Local utilization:
Drawn at 2 px/um. 14 x 14 tiles, from white (low) to dark blue (high), 0 to 100% covered.
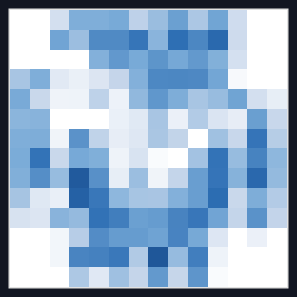
Met4 routing:
Drawn at 3 px/um.
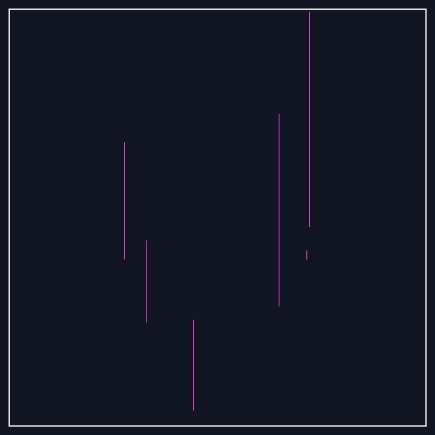
Supply network:
Drawn at 3 px/um. Pins as bars on the die edge.
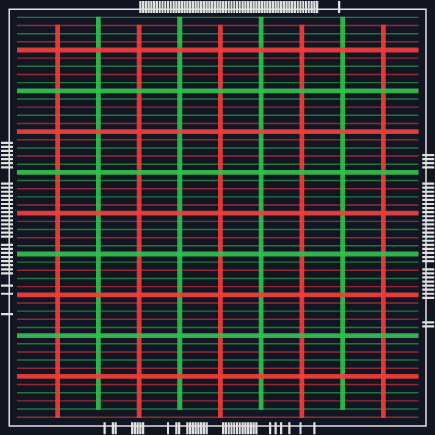
Routing congestion map:
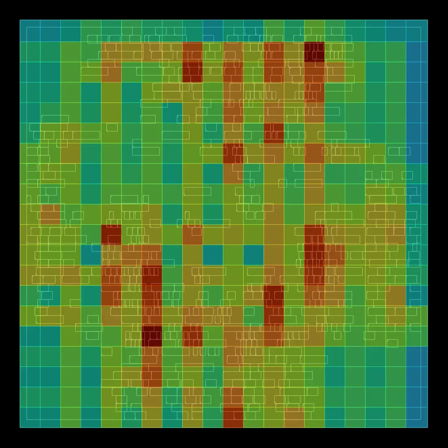
Clock distribution:
Drawn at 4 px/um.
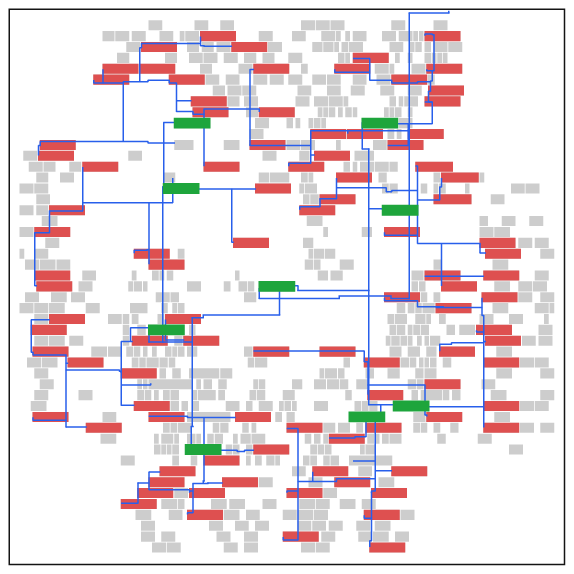
[src/rtl/inst_fetch.sv]
// inst_fetch: instruction-fetch unit feeding the decoder.
// Owns the program counter, issues one outstanding read at a time to
// instruction memory, and presents each fetched word with a valid/ready
// handshake. A decoder stall at the handshake parks the unit until the
// branch outcome arrives, so nothing is fetched past an unresolved branch.
//
// Ports:
//   clk          core clock, all state on the rising edge
//   rst          asynchronous active-high reset
//   imem_req     instruction-memory read request
//   imem_addr    read address, always equal to the PC
//   imem_ready   memory returns data this cycle (only meaningful with imem_req)
//   imem_rdata   instruction word from memory
//   inst         instruction to decoder (NOP_INST when nothing is held)
//   inst_pc      PC of inst
//   inst_valid   inst holds a fetched instruction
//   dec_ready    decoder accepts inst this cycle
//   stall        branch stall for the current inst, sampled with the handshake
//   br_resolve   branch outcome valid this cycle
//   br_taken     branch taken, valid with br_resolve
//   br_target    taken target, valid with br_resolve
//   misalign_err one-cycle pulse when a taken target had non-zero low bits
module inst_fetch #(
  parameter logic [31:0] RESET_PC = 32'h0000_0000,
  parameter logic [31:0] NOP_INST = 32'h0000_0013
) (
  input  logic        clk,
  input  logic        rst,
  output logic        imem_req,
  output logic [31:0] imem_addr,
  input  logic        imem_ready,
  input  logic [31:0] imem_rdata,
  output logic [31:0] inst,
  output logic [31:0] inst_pc,
  output logic        inst_valid,
  input  logic        dec_ready,
  input  logic        stall,
  input  logic        br_resolve,
  input  logic        br_taken,
  input  logic [31:0] br_target,
  output logic        misalign_err
);

  typedef enum logic [1:0] {
    FETCH  = 2'd0,
    HOLD   = 2'd1,
    BRWAIT = 2'd2
  } state_t;

  state_t      state_q, state_d;
  logic [31:0] pc_q, pc_d;
  logic        req_q, req_d;
  logic [31:0] inst_q, inst_d;
  logic [31:0] inst_pc_q, inst_pc_d;
  logic        valid_q, valid_d;
  logic        mis_q, mis_d;

  // Next-state, PC and output-register computation.
  always_comb begin
    state_d   = state_q;
    pc_d      = pc_q;
    inst_d    = inst_q;
    inst_pc_d = inst_pc_q;
    valid_d   = valid_q;
    mis_d     = 1'b0;
    case (state_q)
      FETCH: begin
        // req_q is low only on the first cycle after reset; ready is ignored then.
        if (req_q && imem_ready) begin
          inst_d    = imem_rdata;
          inst_pc_d = pc_q;
          valid_d   = 1'b1;
          state_d   = HOLD;
        end else begin
          state_d   = FETCH;
        end
      end
      HOLD: begin
        if (dec_ready) begin
          valid_d = 1'b0;
          inst_d  = NOP_INST;
          if (stall) begin
            // PC stays on the branch so a not-taken outcome can step past it.
            state_d = BRWAIT;
          end else begin
            pc_d    = pc_q + 32'd4;
            state_d = FETCH;
          end
        end else begin
          state_d = HOLD;
        end
      end
      BRWAIT: begin
        if (br_resolve) begin
          state_d = FETCH;
          if (br_taken) begin
            pc_d  = {br_target[31:2], 2'b00};
            mis_d = |br_target[1:0];
          end else begin
            pc_d  = pc_q + 32'd4;
          end
        end else begin
          state_d = BRWAIT;
        end
      end
      default: begin
        // Unreachable encoding: drop any held word and restart fetching.
        state_d = FETCH;
        valid_d = 1'b0;
        inst_d  = NOP_INST;
      end
    endcase
    // The request register tracks the next state, so it rises one edge
    // after reset release and whenever the unit re-enters FETCH.
    req_d = (state_d == FETCH);
  end

  // State and output registers with asynchronous reset.
  always_ff @(posedge clk or posedge rst) begin
    if (rst) begin
      state_q   <= FETCH;
      pc_q      <= RESET_PC;
      req_q     <= 1'b0;
      inst_q    <= NOP_INST;
      inst_pc_q <= RESET_PC;
      valid_q   <= 1'b0;
      mis_q     <= 1'b0;
    end else begin
      state_q   <= state_d;
      pc_q      <= pc_d;
      req_q     <= req_d;
      inst_q    <= inst_d;
      inst_pc_q <= inst_pc_d;
      valid_q   <= valid_d;
      mis_q     <= mis_d;
    end
  end

  assign imem_req     = req_q;
  assign imem_addr    = pc_q;
  assign inst         = inst_q;
  assign inst_pc      = inst_pc_q;
  assign inst_valid   = valid_q;
  assign misalign_err = mis_q;

endmodule

[config.mk]
export PLATFORM = sky130hd
export DESIGN_NAME = inst_fetch
export DESIGN_NICKNAME = d
export VERILOG_FILES = /design/src/rtl/inst_fetch.sv
export SDC_FILE = /design/constraint.sdc
export NUM_CORES = 1
export LEC_CHECK = 0
export ABC_CLOCK_PERIOD_IN_PS = 6190
export CORE_MARGIN = 2
export CORE_UTILIZATION = 25
export DETAILED_ROUTE_END_ITERATION = 10
export HOLD_SLACK_MARGIN = 0.02
export PLACE_DENSITY = 0.6
export SYNTH_ARGS = -nofsm -noshare
export SYNTH_HDL_FRONTEND = slang
export SYNTH_SLANG_ARGS = --single-unit
[constraint.sdc]
create_clock -name clk -period 6.19 [get_ports clk]
set_input_delay 0.9285 -clock clk [delete_from_list [all_inputs] [get_ports clk]]
set_output_delay 0.9285 -clock clk [all_outputs]
set_load 0.02 [all_outputs]
==> impl_metrics.csv <==
group,metric,value,unit
sta,worst_pin_slew,1110,ps
sta,finalMaxSlewViolations,0,
sta,period_minus_slack,2870,ps
yosys,yosys.cell_types.count,46,
final_layout,fin_nets,663,
clock_tree,cts_tree,"built",
setup_path,start_kind,"flop",
placed_design,dp_slack,3020,ps
final_layout,nFillCells,1731,
clock_tree,cts_buffer_depth,2,
clock_tree,clkSinkCount,97,
setup_path,r2r_end,"inst[1]$_DFFE_PP1P_",
floorplanning,io_pins,170,
drt,drt_first_pass_iters,4,
yosys,syn_area_per_cell,10.2,sq um
clock_tree,cts_buffers,9,
global_routing,grt_pass1_vias,4175,
global_routing,grt_max_degree,60,
yosys,ys_sh_adder,0.00277,
power_and_ir_drop,p_leak,2.71,nW
outcome,outcome,"complete, no violations",
drt,viasPerCell,4.93,
setup_path,critical_path.top_delay_family,"simple AND/OR/NAND/NOR gates",
min_path,hold-path-endpoint,"inst[1]$_DFFE_PP1P_",
run,maxCapViolCount,0,
clock_tree,hold_buffers,0,
min_path,hold_start,"inst[1]$_DFFE_PP1P_",
yosys,async_reset_ff_frac,1.00,
power_and_ir_drop,total_power,0.00298,W
run,tool_warnings,26,
setup_path,crit_chain,"nor2_1 > and3_2 > buf_4 > nor2b_4 > nor4_1 > a21oi_1",
global_routing,use_met3,0.0294,
drt,drt_iter0_markers,238,
global_routing,use_met2,0.244,
yosys,xor_share,0,
global_routing,grt_overflow_total,0,
yosys,ys.flop_type,"dfrtp_1",
Notes on 'local utilization' above:
18% of the tiles are nearly empty. The mean over all tiles is 33%. The fullest tile reaches 84%. 3.1% of the tiles are over 75% full.
core area: 17800 sq um
fin util: 0.375
Starting Density: 0.253

Notes on 'met4 routing' above:
The wires run mostly vertical. The longest straight run is 71.4 um. The layer carries 234 um of wire. 4 nets have wire on it.
Routed WL: 14000 um
via count: 4064

Notes on 'supply network' above:
VDD: marked green. VSS: marked red.
50 met1 rails follow the rows. 9 straps on met4. 170 signal pins sit on the boundary. The core has 49 rows.
Die Ht: 138 um
worst vdd ir: 0.194 mV
die width: 138 um

Notes on 'routing congestion map' above:
met1 GRT Util: 0.196
Top Usage Layer GRT: met2

Notes on 'clock distribution' above:
clock wires: marked blue, length 1430 um. clock-net drivers: marked green, count 9. flip-flops: marked red, count 97.
There are 10 routed clock nets. Position of the flops: spread over the die.
worst skew pair latency: 350 ps
clock network power: 0.000652 W
Clock Power Share: 0.219
clock skew: 8.72 ps

## layout make-up
| type | count | area (sq um) | area share |
|---|---|---|---|
| clock inverters | 5 | 104 | 0.0155 |
| repair buffers | 169 | 1680 | 0.251 |
| well taps | 229 | 287 | 0.0428 |
| multi-input cells | 308 | 1930 | 0.288 |
| inverters | 6 | 25.0 | 0.00374 |
| flip-flops and latches | 97 | 2430 | 0.363 |
| clock buffers | 10 | 239 | 0.0357 |
## worst register-to-register path: cells and delay by family (launching register included)
family | cells | cell delay (ps)
buffers and inverters | 1 | 510
AND-OR/OR-AND | 1 | 70
flip-flops | 1 | 500
AND/OR/NAND/NOR | 4 | 1690
## cell usage after synthesis (all sizes together) (2+ instances only)
| cell | count |
|---|---|
| a211oi | 5 |
| a21o | 2 |
| a21oi | 27 |
| a22o | 15 |
| a311oi | 8 |
| a31oi | 4 |
| and2 | 3 |
| and3 | 7 |
| and4 | 5 |
| buf | 18 |
| clkbuf | 16 |
| dfrtp | 94 |
| dfstp | 3 |
| inv | 6 |
| mux2 | 30 |
| nand2 | 49 |
| nand2b | 2 |
| nand3 | 25 |
| nand3b | 2 |
| nand4 | 8 |
| nor2 | 22 |
| nor3 | 13 |
| nor4 | 6 |
| o21ai | 42 |
| o22a | 4 |
| o22ai | 5 |
| or3 | 8 |
| or3b | 2 |
## power by group
| group | leakage (nW) | total [W] | switching (W) | internal, W |
|---|---|---|---|---|
| clock | 0.169 | 0.000652 | 0.000248 | 0.000404 |
| combinational | 1.31 | 0.00126 | 0.000658 | 0.000602 |
| sequential | 1.24 | 0.00106 | 0.000212 | 0.000851 |
| total | 2.71 | 0.00298 | 0.00112 | 0.00186 |
Power figures rest on the tool's default switching activity, not on a simulated workload.
